File: config.mk
export PLATFORM = sky130hd
export DESIGN_NAME = dma_peripheral_port_flat
export DESIGN_NICKNAME = d
export VERILOG_FILES = /design/src/rtl/dma_peripheral_port_pkg.sv /design/src/rtl/dma_peripheral_port_if.sv /design/src/rtl/dma_peripheral_port_fifo.sv /design/src/rtl/dma_peripheral_port.sv /design/src/flat_wrapper.sv
export SDC_FILE = /design/constraint.sdc
export NUM_CORES = 1
export LEC_CHECK = 0
export ABC_AREA = 1
export CELL_PAD_IN_SITES_DETAIL_PLACEMENT = 1
export CELL_PAD_IN_SITES_GLOBAL_PLACEMENT = 1
export CORE_MARGIN = 10
export CORE_UTILIZATION = 35
export CTS_BUF_LIST = sky130_fd_sc_hd__clkbuf_4
export DETAILED_ROUTE_END_ITERATION = 8
export PLACE_DENSITY_LB_ADDON = 0.1
export SLEW_MARGIN = 20
export SYNTH_ARGS = -nofsm -noshare
export SYNTH_HDL_FRONTEND = slang
export SYNTH_SLANG_ARGS = --single-unit
File: constraint.sdc
create_clock -name i_clk -period 2.26 [get_ports i_clk]
set_input_delay 0.339 -clock i_clk [delete_from_list [all_inputs] [get_ports i_clk]]
set_output_delay 0.339 -clock i_clk [all_outputs]
set_load 0.05 [all_outputs]
File: src/rtl/dma_peripheral_port_pkg.sv
// Shared types and constants for the DMA peripheral-port endpoint.
package dma_peripheral_port_pkg;

  localparam int BYTE_W     = 8;
  localparam int XFER_CNT_W = 16;

  // Value presented on the bus when a read hits an empty FIFO
  localparam logic [BYTE_W-1:0] DB_EMPTY_BYTE = 8'hFF;

  typedef enum logic [2:0] {
    IDLE    = 3'd0,
    ARMED   = 3'd1,
    REQ     = 3'd2,
    XFER    = 3'd3,
    RECOVER = 3'd4,
    DONE    = 3'd5
  } port_state_e;

  typedef enum logic {
    DIR_IO2MEM = 1'b0,
    DIR_MEM2IO = 1'b1
  } xfer_dir_e;

endpackage

File: src/rtl/dma_peripheral_port_if.sv
// Controller-side DMA channel pins: request/acknowledge, I/O strobes, end-of-process and data bus.
interface dma_peripheral_port_if;
  import dma_peripheral_port_pkg::*;

  logic              dreq;
  logic              dack;
  logic              ior_n;
  logic              iow_n;
  logic              eop_n;
  logic [BYTE_W-1:0] db_in;
  logic [BYTE_W-1:0] db_out;
  logic              db_oe;

  modport slave (
    output dreq, db_out, db_oe,
    input  dack, ior_n, iow_n, eop_n, db_in
  );

  modport master (
    input  dreq, db_out, db_oe,
    output dack, ior_n, iow_n, eop_n, db_in
  );

endinterface

File: src/rtl/dma_peripheral_port_fifo.sv
// Synchronous byte FIFO shared by both transfer directions.
// Push while full is accepted only when a pop frees a slot in the same cycle.
module dma_byte_fifo
  import dma_peripheral_port_pkg::*;
#(
  parameter int DEPTH = 8
) (
  input  logic                   i_clk,
  input  logic                   i_rst,
  input  logic                   i_push,
  input  logic [BYTE_W-1:0]      i_data,
  input  logic                   i_pop,
  output logic [BYTE_W-1:0]      o_head,
  output logic                   o_full,
  output logic                   o_empty,
  output logic [$clog2(DEPTH):0] o_count
);

  localparam int AW = $clog2(DEPTH);
  localparam int CW = AW + 1;

  logic [BYTE_W-1:0] r_mem [DEPTH];
  logic [AW-1:0]     r_wr_ptr;
  logic [AW-1:0]     r_rd_ptr;
  logic [CW-1:0]     r_count;
  logic              w_push;
  logic              w_pop;

  assign o_empty = (r_count == '0);
  assign o_full  = (r_count == CW'(DEPTH));
  assign o_count = r_count;
  assign o_head  = r_mem[r_rd_ptr];

  assign w_pop  = i_pop & ~o_empty;
  assign w_push = i_push & (~o_full | w_pop);

  always_ff @(posedge i_clk) begin
    if (i_rst) begin
      r_wr_ptr <= '0;
      r_rd_ptr <= '0;
      r_count  <= '0;
    end else begin
      if (w_push) r_wr_ptr <= r_wr_ptr + AW'(1);
      if (w_pop)  r_rd_ptr <= r_rd_ptr + AW'(1);
      case ({w_push, w_pop})
        2'b10:   r_count <= r_count + CW'(1);
        2'b01:   r_count <= r_count - CW'(1);
        default: r_count <= r_count;
      endcase
    end
  end

  always_ff @(posedge i_clk) begin
    if (w_push) r_mem[r_wr_ptr] <= i_data;
  end

endmodule

File: src/rtl/dma_peripheral_port.sv
// Device end of one 8237-style DMA channel: request FSM, strobe edge detect,
// byte counter and error flag around a shared byte FIFO.
module dma_peripheral_port
  import dma_peripheral_port_pkg::*;
#(
  parameter int FIFO_DEPTH  = 8,
  parameter bit DEMAND_MODE = 1'b0
) (
  input  logic                  i_clk,
  input  logic                  i_rst,
  dma_peripheral_port_if.slave  bus,
  input  logic                  i_enable,
  input  logic                  i_xfer_dir,
  input  logic                  i_dev_wr_valid,
  input  logic [BYTE_W-1:0]     i_dev_wr_data,
  output logic                  o_dev_wr_ready,
  output logic                  o_dev_rd_valid,
  output logic [BYTE_W-1:0]     o_dev_rd_data,
  input  logic                  i_dev_rd_ready,
  output logic [XFER_CNT_W-1:0] o_xfer_count,
  output logic                  o_done,
  output logic                  o_err
);

  localparam int CW = $clog2(FIFO_DEPTH) + 1;

  port_state_e           r_state;
  port_state_e           w_state_nxt;
  xfer_dir_e             r_dir;
  xfer_dir_e             w_dir;
  logic                  r_ior_q;
  logic                  r_iow_q;
  logic                  r_dack_q;
  logic [BYTE_W-1:0]     r_db_lat;
  logic                  r_dreq;
  logic                  r_done;
  logic                  r_err;
  logic [XFER_CNT_W-1:0] r_xfer_count;

  logic                  w_fifo_full;
  logic                  w_fifo_empty;
  logic [CW-1:0]         w_fifo_count;
  logic [BYTE_W-1:0]     w_fifo_head;
  logic [BYTE_W-1:0]     w_fifo_din;
  logic                  w_fifo_push;
  logic                  w_fifo_pop;
  logic                  w_dev_push;
  logic                  w_dev_pop;

  logic                  w_rd_strobe;
  logic                  w_wr_strobe;
  logic                  w_strobe;
  logic                  w_rd_ok;
  logic                  w_wr_ok;
  logic                  w_byte_done;
  logic                  w_bus_err;
  logic                  w_ready;
  logic                  w_arm;
  logic                  w_db_oe;

  // Direction follows the pin while idle and is frozen once armed
  assign w_dir = (r_state == IDLE) ? xfer_dir_e'(i_xfer_dir) : r_dir;

  assign w_rd_strobe = ~r_ior_q & bus.ior_n & r_dack_q & (w_dir == DIR_IO2MEM);
  assign w_wr_strobe = ~r_iow_q & bus.iow_n & r_dack_q & (w_dir == DIR_MEM2IO);
  assign w_strobe    = w_rd_strobe | w_wr_strobe;
  assign w_rd_ok     = w_rd_strobe & ~w_fifo_empty;
  assign w_wr_ok     = w_wr_strobe & ~w_fifo_full;
  assign w_byte_done = w_rd_ok | w_wr_ok;
  assign w_bus_err   = (w_rd_strobe & w_fifo_empty) | (w_wr_strobe & w_fifo_full);

  assign w_ready = (w_dir == DIR_IO2MEM) ? (w_fifo_count != '0)
                                         : (w_fifo_count <= CW'(FIFO_DEPTH - 1));

  assign w_dev_push  = i_dev_wr_valid & (w_dir == DIR_IO2MEM);
  assign w_dev_pop   = i_dev_rd_ready & o_dev_rd_valid;
  assign w_fifo_push = w_wr_ok | w_dev_push;
  assign w_fifo_pop  = w_rd_ok | w_dev_pop;
  assign w_fifo_din  = (w_dir == DIR_MEM2IO) ? r_db_lat : i_dev_wr_data;

  dma_byte_fifo #(
    .DEPTH (FIFO_DEPTH)
  ) u_fifo (
    .i_clk   (i_clk),
    .i_rst   (i_rst),
    .i_push  (w_fifo_push),
    .i_data  (w_fifo_din),
    .i_pop   (w_fifo_pop),
    .o_head  (w_fifo_head),
    .o_full  (w_fifo_full),
    .o_empty (w_fifo_empty),
    .o_count (w_fifo_count)
  );

  always_comb begin
    w_state_nxt = r_state;
    w_arm       = 1'b0;
    unique case (r_state)
      IDLE: begin
        if (i_enable) begin
          w_state_nxt = ARMED;
          w_arm       = 1'b1;
        end
      end
      ARMED: begin
        if (!i_enable)    w_state_nxt = IDLE;
        else if (w_ready) w_state_nxt = REQ;
      end
      REQ: begin
        if (!i_enable)     w_state_nxt = IDLE;
        else if (bus.dack) w_state_nxt = XFER;
      end
      XFER: begin
        // Demand mode judges readiness on the pre-commit level, so DREQ
        // falls one cycle after the byte that empties/fills the FIFO.
        if (w_strobe) begin
          if (!DEMAND_MODE)             w_state_nxt = RECOVER;
          else if (i_enable && w_ready) w_state_nxt = XFER;
          else                          w_state_nxt = ARMED;
        end else if (DEMAND_MODE && !w_ready) begin
          w_state_nxt = ARMED;
        end
      end
      RECOVER: begin
        if (!bus.dack) w_state_nxt = ARMED;
      end
      DONE: begin
        if (!i_enable) w_state_nxt = IDLE;
      end
      default: w_state_nxt = IDLE;
    endcase
    if ((r_state != IDLE) && (r_state != DONE) && !bus.eop_n && bus.dack)
      w_state_nxt = DONE;
  end

  always_ff @(posedge i_clk) begin
    if (i_rst) begin
      r_state      <= IDLE;
      r_dir        <= DIR_IO2MEM;
      r_ior_q      <= 1'b1;
      r_iow_q      <= 1'b1;
      r_dack_q     <= 1'b0;
      r_db_lat     <= '0;
      r_dreq       <= 1'b0;
      r_done       <= 1'b0;
      r_err        <= 1'b0;
      r_xfer_count <= '0;
    end else begin
      r_state  <= w_state_nxt;
      r_ior_q  <= bus.ior_n;
      r_iow_q  <= bus.iow_n;
      r_dack_q <= bus.dack;
      if (!bus.iow_n)        r_db_lat <= bus.db_in;
      if (r_state == IDLE)   r_dir    <= xfer_dir_e'(i_xfer_dir);
      r_dreq <= (w_state_nxt == REQ) || (w_state_nxt == XFER);
      r_done <= (w_state_nxt == DONE) && (r_state != DONE);
      if (w_arm) begin
        r_xfer_count <= '0;
        r_err        <= 1'b0;
      end else begin
        if (w_byte_done) r_xfer_count <= r_xfer_count + XFER_CNT_W'(1);
        if (w_bus_err)   r_err        <= 1'b1;
      end
    end
  end

  // Data bus is parked at zero whenever the controller is not reading us
  assign w_db_oe    = bus.dack & ~bus.ior_n & ~i_xfer_dir;
  assign bus.db_oe  = w_db_oe;
  assign bus.db_out = w_db_oe ? (w_fifo_empty ? DB_EMPTY_BYTE : w_fifo_head) : '0;
  assign bus.dreq   = r_dreq;

  assign o_dev_wr_ready = ~w_fifo_full & (w_dir == DIR_IO2MEM);
  assign o_dev_rd_valid = ~w_fifo_empty & (w_dir == DIR_MEM2IO);
  assign o_dev_rd_data  = w_fifo_head;
  assign o_xfer_count   = r_xfer_count;
  assign o_done         = r_done;
  assign o_err          = r_err;

endmodule

File: src/flat_wrapper.sv
// flat-port wrapper written by rule: the top's interface ports become plain ports
module dma_peripheral_port_flat import dma_peripheral_port_pkg::*;
#(
  parameter int FIFO_DEPTH  = 8,
  parameter bit DEMAND_MODE = 1'b0
)
  (i_clk, i_rst, i_enable, i_xfer_dir, i_dev_wr_valid, i_dev_wr_data, o_dev_wr_ready, o_dev_rd_valid, o_dev_rd_data, i_dev_rd_ready, o_xfer_count, o_done, o_err, bus_dreq, bus_db_out, bus_db_oe, bus_dack, bus_ior_n, bus_iow_n, bus_eop_n, bus_db_in);
  dma_peripheral_port_if bus_i ();
  input  logic i_clk;
  input  logic i_rst;
  input  logic i_enable;
  input  logic i_xfer_dir;
  input  logic i_dev_wr_valid;
  input  logic [BYTE_W-1:0] i_dev_wr_data;
  output logic o_dev_wr_ready;
  output logic o_dev_rd_valid;
  output logic [BYTE_W-1:0] o_dev_rd_data;
  input  logic i_dev_rd_ready;
  output logic [XFER_CNT_W-1:0] o_xfer_count;
  output logic o_done;
  output logic o_err;
  output wire logic [$bits(bus_i.dreq)-1:0] bus_dreq;
  output wire logic [$bits(bus_i.db_out)-1:0] bus_db_out;
  output wire logic [$bits(bus_i.db_oe)-1:0] bus_db_oe;
  input wire logic [$bits(bus_i.dack)-1:0] bus_dack;
  input wire logic [$bits(bus_i.ior_n)-1:0] bus_ior_n;
  input wire logic [$bits(bus_i.iow_n)-1:0] bus_iow_n;
  input wire logic [$bits(bus_i.eop_n)-1:0] bus_eop_n;
  input wire logic [$bits(bus_i.db_in)-1:0] bus_db_in;
  assign bus_dreq = bus_i.dreq;
  assign bus_db_out = bus_i.db_out;
  assign bus_db_oe = bus_i.db_oe;
  assign bus_i.dack = bus_dack;
  assign bus_i.ior_n = bus_ior_n;
  assign bus_i.iow_n = bus_iow_n;
  assign bus_i.eop_n = bus_eop_n;
  assign bus_i.db_in = bus_db_in;
  dma_peripheral_port #(.FIFO_DEPTH(FIFO_DEPTH), .DEMAND_MODE(DEMAND_MODE)) u_core (.i_clk(i_clk), .i_rst(i_rst), .bus(bus_i), .i_enable(i_enable), .i_xfer_dir(i_xfer_dir), .i_dev_wr_valid(i_dev_wr_valid), .i_dev_wr_data(i_dev_wr_data), .o_dev_wr_ready(o_dev_wr_ready), .o_dev_rd_valid(o_dev_rd_valid), .o_dev_rd_data(o_dev_rd_data), .i_dev_rd_ready(i_dev_rd_ready), .o_xfer_count(o_xfer_count), .o_done(o_done), .o_err(o_err));
endmodule
==> results.json <==
{
  "status": "complete, but fails checks",
  "violations": "negative setup slack",
  "hold_class": "in -> reg",
  "topRoutingLayerUsed": "met4",
  "regArea_um2": 2880,
  "cp_slowest_cell": "dfxtp_4",
  "lay_top_count": "nand2_1",
  "wl_met2_um": 7700,
  "crit_end": "bus_db_out[3]",
  "comb_area_um2": 2040,
  "seqPwrFrac_pct": 37.1,
  "cp_cell_sequence": "inv_2 -> buf_4 -> o21ai_0 -> o22ai_1 -> nand2_1 -> a31oi_2 -> buf_6",
  "wl_met3_um": 598,
  "numCtsBuffers": 9,
  "drt_wl_total_um": 14900,
  "fin_crit_sh_pct": 101,
  "clk_pin_slew_ps": 160,
  "p_sw_uw": 2590,
  "grt_pass1_vias": 4445,
  "drt_iter0_drc": 200,
  "setup_viol": 1,
  "power_leader": "combinational logic",
  "critPathKind": "reg -> out",
  "min_to": "u_core.r_ior_q",
  "layout_setup_ws_ps": -11.6,
  "xor_area_share_pct": 2.29,
  "inv_count": 45,
  "floorplan.core_util_pct": 35.8,
  "edf_count": 64,
  "ff_type": "edfxtp_1",
  "buffers_excl_clock": 126,
  "cts_setup_buffers": 8,
  "finalNonFillerCells": 865,
  "ys_seq_share_pct": 57.5,
  "largest_reg_flops": 64,
  "ant_nets": 0,
  "final_area_um2": 6770,
  "final_nets": 712,
  "fp.dieW_um": 139,
  "topCellsByArea": "edfxtp_1 39%, dfxtp_1 19%, nand2_1 9.3%, nor2_1 6.6%, o21ai_0 5.3%",
  "cts_tree": "yes",
  "required_ps": 1920,
  "holdPathStages": 3,
  "pre_cts_ws_ps": -420,
  "dp_cells": 833,
  "areaGrowthSynthToFinish_pct": 36.1,
  "top_cell_area_share_pct": 38.6,
  "yosysWarnings": 0,
  "dr.pass1.iters": 4,
  "antenna_cells": 0,
  "p_int_uw": 4090,
  "antenna_found_initial": 0,
  "final_cell_mix": "121 x nand2_1, 82 x nor2_1, 64 x edfxtp_1, 57 x buf_4, 44 x o21ai_0",
  "critical_path.max_stage_delay_ps": 410,
  "cts-root-buf": "clkbuf_4",
  "cts_resized": 28,
  "min-delay-start": "bus_ior_n",
  "syn_inst": 561,
  "clk_latency_ps": 490,
  "max_freq_ghz": 0.440,
  "cts_buffer_depth": 2,
  "clock_area_share_pct": 2.81,
  "warnings": 29,
  "rr_startpoint": "u_core.r_state[0]",
  "seq_area_share_pct": 42.5,
  "cts.sinks": 111,
  "wl_met1_um": 6390,
  "path_buffers": 3,
  "nClkBuffers": 10,
  "ir_drop_v": 0.000332,
  "gr-max-usage-layer": "met2",
  "gr-total-overflow": 0,
  "ys_area_um2": 4970,
  "largest_class": "flip-flops and latches",
  "path_depth": 7,
  "r2r_setup_slack_ps": 30,
  "max_slew_margin_pct": 65.8,
  "yosysCellCount": 561,
  "grtUsageTotal_pct": 14.8,
  "dieArea_um2": 19400,
  "taps": 180,
  "cp_top_family": "AND-OR/OR-AND gates"
}
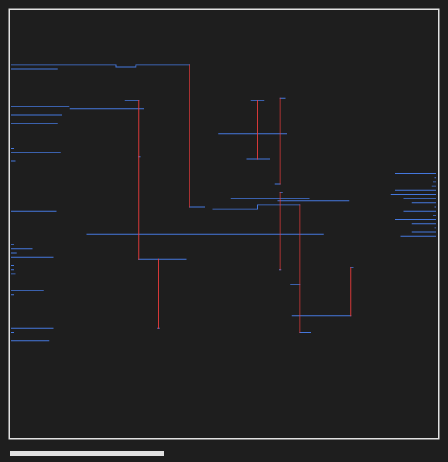
Fig. 1. Metal layers overlaid.
The bar under the picture is 50 µm long. Only two layers are drawn.
color	layer	wire length
red	met4	250 µm
blue	met3	598 µm

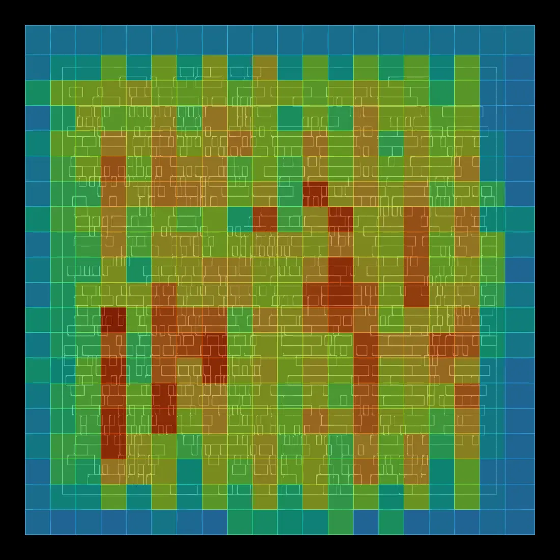
Fig. 2. Routing congestion.
Core Util, Final: 48.8%
M2 GR Usage: 25.3%
average wire per standard cell: 17.3 µm

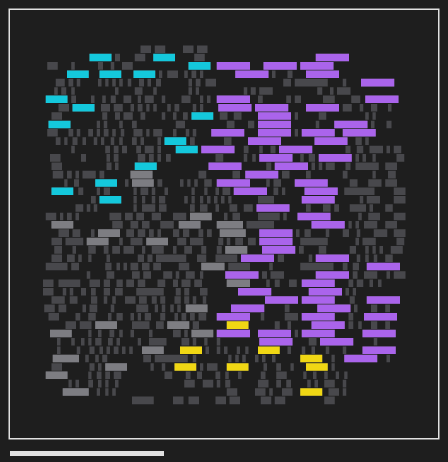
Fig. 3. Sequential cells colored by netlist name.
The bar under the picture is 50 µm long. Other sequential cells in the stronger gray, the rest of the logic in the fainter gray.
color	netlist name	flops
purple	u_core.u_fifo.r_mem	64
cyan	u_core.o_xfer_count	16
yellow	u_core.r_db_lat	8
not colored	23

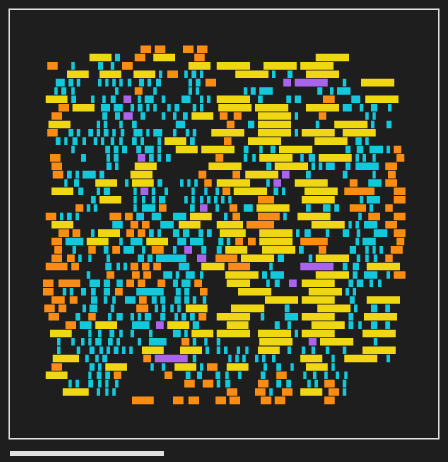
Fig. 4. Placed cells, one color a class.
The bar under the picture is 50 µm long.
color	class	cells	share of their area
yellow	flip-flops	111	44%
cyan	all other logic	432	34%
orange	other buffers and delay cells	126	19%
purple	clock drivers and dummy loads	16	2.9%

